[config.mk]
export PLATFORM = sky130hd
export DESIGN_NAME = axil_cmd_master
export DESIGN_NICKNAME = d
export VERILOG_FILES = /design/src/rtl/axil_cmd_master.sv
export SDC_FILE = /design/constraint.sdc
export NUM_CORES = 1
export LEC_CHECK = 0
export CORE_ASPECT_RATIO = 1.25
export CORE_MARGIN = 1
export CORE_UTILIZATION = 42
export CTS_CLUSTER_DIAMETER = 120
export DETAILED_ROUTE_END_ITERATION = 10
export PLACE_DENSITY = 0.87
export SETUP_SLACK_MARGIN = 0.5
export SYNTH_ARGS = -nofsm -noshare
export SYNTH_HDL_FRONTEND = slang
export SYNTH_SLANG_ARGS = --single-unit
[constraint.sdc]
create_clock -name m3_axi_aclk -period 2.4 [get_ports m3_axi_aclk]
set_input_delay 0.24 -clock m3_axi_aclk [delete_from_list [all_inputs] [get_ports m3_axi_aclk]]
set_output_delay 0.24 -clock m3_axi_aclk [all_outputs]
set_load 0.005 [all_outputs]
[src/rtl/axil_cmd_master.sv]
// axil_cmd_master: one-outstanding cmd/rsp to AXI4-Lite master; ports: cmd_* in, rsp_* out, err_count debug, m3_axi_* AW/W/B/AR/R master
module axil_cmd_master #(
  parameter int DATA_WIDTH    = 32,
  parameter int ADDR_WIDTH    = 8,
  parameter int RESP_WIDTH    = 3,
  parameter int ERR_CNT_WIDTH = 16
) (
  input  logic                      m3_axi_aclk,
  input  logic                      m3_axi_aresetn,
  input  logic                      cmd_valid,
  output logic                      cmd_ready,
  input  logic                      cmd_write,
  input  logic [ADDR_WIDTH-1:0]     cmd_addr,
  input  logic [DATA_WIDTH-1:0]     cmd_wdata,
  input  logic [DATA_WIDTH/8-1:0]   cmd_wstrb,
  output logic                      rsp_valid,
  input  logic                      rsp_ready,
  output logic                      rsp_write,
  output logic [DATA_WIDTH-1:0]     rsp_rdata,
  output logic [RESP_WIDTH-1:0]     rsp_resp,
  output logic [ERR_CNT_WIDTH-1:0]  err_count,
  output logic [ADDR_WIDTH-1:0]     m3_axi_awaddr,
  output logic                      m3_axi_awvalid,
  input  logic                      m3_axi_awready,
  output logic [DATA_WIDTH-1:0]     m3_axi_wdata,
  output logic [DATA_WIDTH/8-1:0]   m3_axi_wstrb,
  output logic                      m3_axi_wvalid,
  input  logic                      m3_axi_wready,
  input  logic [RESP_WIDTH-1:0]     m3_axi_bresp,
  input  logic                      m3_axi_bvalid,
  output logic                      m3_axi_bready,
  output logic [ADDR_WIDTH-1:0]     m3_axi_araddr,
  output logic                      m3_axi_arvalid,
  input  logic                      m3_axi_arready,
  input  logic [DATA_WIDTH-1:0]     m3_axi_rdata,
  input  logic [RESP_WIDTH-1:0]     m3_axi_rresp,
  input  logic                      m3_axi_rvalid,
  output logic                      m3_axi_rready
);
  typedef enum logic [2:0] {IDLE, WR_REQ, WR_RESP, RD_REQ, RD_DATA, RSP} state_t;
  state_t state;
  logic aw_done, w_done, capture;
  logic [RESP_WIDTH-1:0] resp_in;
  assign aw_done = !m3_axi_awvalid || m3_axi_awready;
  assign w_done  = !m3_axi_wvalid || m3_axi_wready;
  assign capture = (state == WR_RESP && m3_axi_bvalid) || (state == RD_DATA && m3_axi_rvalid);
  assign resp_in = state == WR_RESP ? m3_axi_bresp : m3_axi_rresp;
  always_ff @(posedge m3_axi_aclk or negedge m3_axi_aresetn)
    if (!m3_axi_aresetn) begin
      state          <= IDLE;
      cmd_ready      <= 1'b1;
      rsp_valid      <= 1'b0;
      rsp_write      <= 1'b0;
      rsp_rdata      <= '0;
      rsp_resp       <= '0;
      err_count      <= '0;
      m3_axi_awaddr  <= '0;
      m3_axi_awvalid <= 1'b0;
      m3_axi_wdata   <= '0;
      m3_axi_wstrb   <= '0;
      m3_axi_wvalid  <= 1'b0;
      m3_axi_bready  <= 1'b0;
      m3_axi_araddr  <= '0;
      m3_axi_arvalid <= 1'b0;
      m3_axi_rready  <= 1'b0;
    end else begin
      case (state)
        IDLE: if (cmd_valid) begin
          cmd_ready <= 1'b0;
          if (cmd_write) begin
            m3_axi_awaddr  <= cmd_addr;
            m3_axi_wdata   <= cmd_wdata;
            m3_axi_wstrb   <= cmd_wstrb;
            m3_axi_awvalid <= 1'b1;
            m3_axi_wvalid  <= 1'b1;
            state          <= WR_REQ;
          end else begin
            m3_axi_araddr  <= cmd_addr;
            m3_axi_arvalid <= 1'b1;
            state          <= RD_REQ;
          end
        end
        WR_REQ: begin
          if (m3_axi_awready) m3_axi_awvalid <= 1'b0;
          if (m3_axi_wready) m3_axi_wvalid <= 1'b0;
          if (aw_done && w_done) begin
            m3_axi_bready <= 1'b1;
            state         <= WR_RESP;
          end
        end
        WR_RESP: if (m3_axi_bvalid) begin
          m3_axi_bready <= 1'b0;
          rsp_valid     <= 1'b1;
          rsp_write     <= 1'b1;
          rsp_rdata     <= '0;
          rsp_resp      <= m3_axi_bresp;
          state         <= RSP;
        end
        RD_REQ: if (m3_axi_arready) begin
          m3_axi_arvalid <= 1'b0;
          m3_axi_rready  <= 1'b1;
          state          <= RD_DATA;
        end
        RD_DATA: if (m3_axi_rvalid) begin
          m3_axi_rready <= 1'b0;
          rsp_valid     <= 1'b1;
          rsp_write     <= 1'b0;
          rsp_rdata     <= m3_axi_rdata;
          rsp_resp      <= m3_axi_rresp;
          state         <= RSP;
        end
        RSP: if (rsp_ready) begin
          rsp_valid <= 1'b0;
          cmd_ready <= 1'b1;
          state     <= IDLE;
        end
        default: state <= IDLE;
      endcase
      if (capture && resp_in != '0 && err_count != '1) err_count <= err_count + ERR_CNT_WIDTH'(1);
    end
endmodule

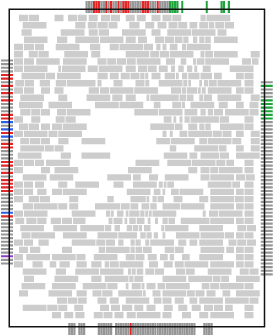
*I/O pins on the die edge, run 1*
Pins as bars across the die edge, other pins in grey.
[green] err_count | pins: 16 | direction: output | edge: 9 top, 7 right
[blue] cmd_wstrb | pins: 4 | direction: input | edge: left
[purple] rsp_ready | pins: 1 | direction: input | edge: left
[red] m3_axi_wdata | pins: 32 | direction: output | edge: 18 left, 13 top, 1 bottom
Die Y-Extent: 119 um
Die X-Extent: 95.3 um
port buffer count: 202

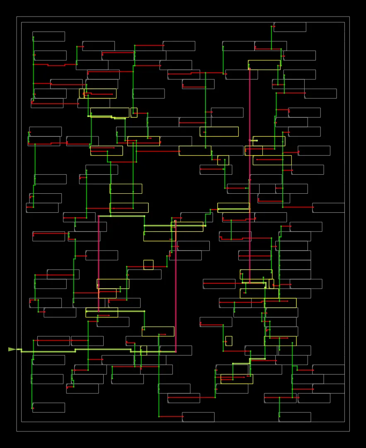
*Clock wiring as the flow saved it, run 1*
clk_skew: 0.00864 ns
seq_cells: 114
clock buffers: 21
cts bufs inserted: 17

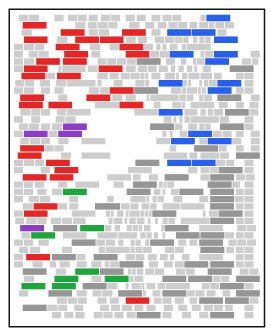
*Where the registers sit, run 1*
Other sequential cells in the stronger grey, the rest of the logic in the fainter grey.
[red] m3_axi_wdata | flops: 32
[green] m3_axi_awaddr | flops: 8 | where: bottom left
[blue] err_count | flops: 16
[purple] m3_axi_wstrb | flops: 4 | where: left middle
not coloured: 54
Seq. pwr: 3.16 mW
sequential cell area share: 0.381
final core occ: 0.709

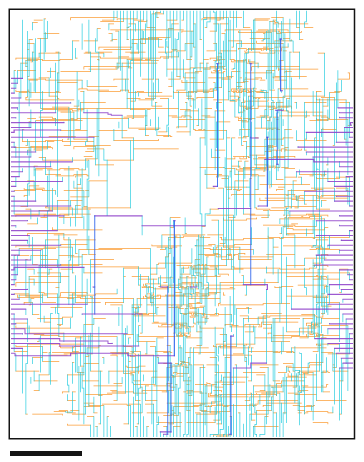
*Routed metal, one colour a layer, run 1*
The bar under the picture is 20 um long.
[blue] metal 4 | wire length: 295 um
[cyan] metal 2 | wire length: 6,010 um
[orange] metal 1 | wire length: 4,320 um
[purple] metal 3 | wire length: 942 um
wire length per cell: 16.6 um
drt total wl: 11,600 um
gr usage total: 0.213

==> impl_metrics.yaml, run 1 <==
# physical design summary
route:
  firstDrtPassIters: 4
  drc_errors: 0
  wl_met2_um: 6010
  m1WireLength_um: 4320
  ant_nets: 0
  highest_layer: "met4"
  viasPerCell: 5.12
  drt_first_iter_violations: 137
synth:
  ys_sh_aoi: 0.0959
  synth_cells: 332
  ys_area_sq_mm: 0.00457
  mappedNetlistArea_sq_mm: 0.00457
  synthFlopType: "dfrtp_1"
  async_reset_ff_frac: 1.00
power_and_ir_drop:
  power_leader: "combinational cells"
  swShare: 0.263
  power.share.clock: 0.295
clock_network:
  postCtsResizedCells: 1
  hold_buffers: 1
cells_and_area:
  area_delta_synth_final_pct: 64.1
  comb_share: 0.217
  postLayoutCellArea_sq_mm: 0.00749
  final-nonclk-buf-share: 0.291
  buffers_excl_clock: 217
  seqCellArea_sq_mm: 0.00285
run:
  cap_violations: 0
  warning_count: 27
sta:
  slew_headroom: 0.519
  hold_viol: 0
global_route:
  grt_pass1_wl_um: 18200
  grtUsageMet2: 0.361
setup_path:
  r2r-end: "err_count[1]$_DFFE_PN0P_"
  worstSetupStartpointType: "register"
  max_stage_delay_ns: 0.40
  crit_chain: "nor3b_4, mux2_4, nor3_2, buf_4, mux2_2"
  crit_buf_inv: 1
  critPathMaxFanout: 6
  r2r_setup_slack_ns: 0.59
  crit_family: "multiplexers"
die:
  fp.dieArea_sq_mm: 0.0113
  core_sq_mm: 0.0106
placed_design:
  place_hpwl_um: 8220
outcome:
  status: "finished clean"
### Routed clock nets over the placement, run 1

The bar under the picture is 20 um long.
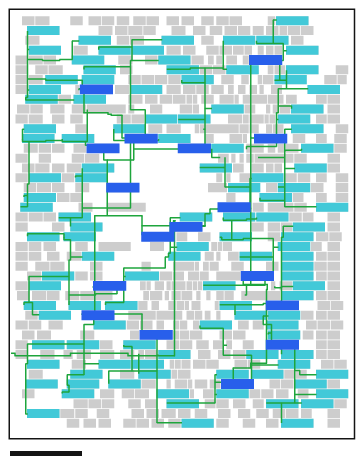

==> run 2, diff against run 1 <==
==> constraint.sdc (replaced) <==
create_clock -name m3_axi_aclk -period 1.8 [get_ports m3_axi_aclk]
set_input_delay 0.18 -clock m3_axi_aclk [delete_from_list [all_inputs] [get_ports m3_axi_aclk]]
set_output_delay 0.18 -clock m3_axi_aclk [all_outputs]
set_load 0.005 [all_outputs]
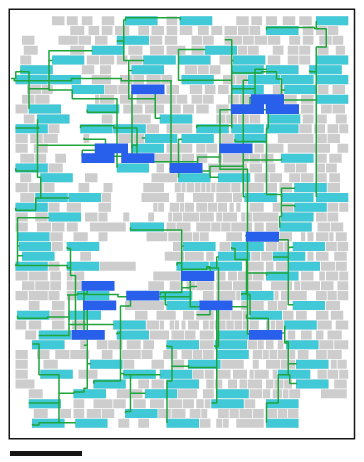
*Routed clock nets over the placement, run 2*
The bar under the picture is 20 um long.
[blue] clock drivers | count: 17
[cyan] flip-flops | count: 114
[green] clock wires | length: 1,490 um
flops lie: spread over the die

==> impl_metrics.yaml, run 2 <==
# physical design summary
setup_path:
  critPathMaxFanout: 12
  crit_buf_inv: 1
  r2r_setup_slack_ns: -0.08
route:
  drc_errors: 0
  viasPerCell: 5.22
  ant_nets: 0
  drt_first_iter_violations: 165
power_and_ir_drop:
  power.share.clock: 0.274
  swShare: 0.293
cells_and_area:
  buffers_excl_clock: 277
  clock_buffers: 23
  seq_share: 0.349
  postLayoutCellArea_sq_mm: 0.00819
outcome:
  status: "finished with violations"
  failed_checks: "negative setup slack"
synth:
  async_reset_ff_frac: 1.00
  mappedNetlistArea_sq_mm: 0.00457
sta:
  finalWorstSetupSlack_ns: -0.0823
  setup-violations-final: 19
  clock_skew_ns: 0.0115
run:
  cap_violations: 0
Power figures rest on the tool's default switching activity, not on a simulated workload.
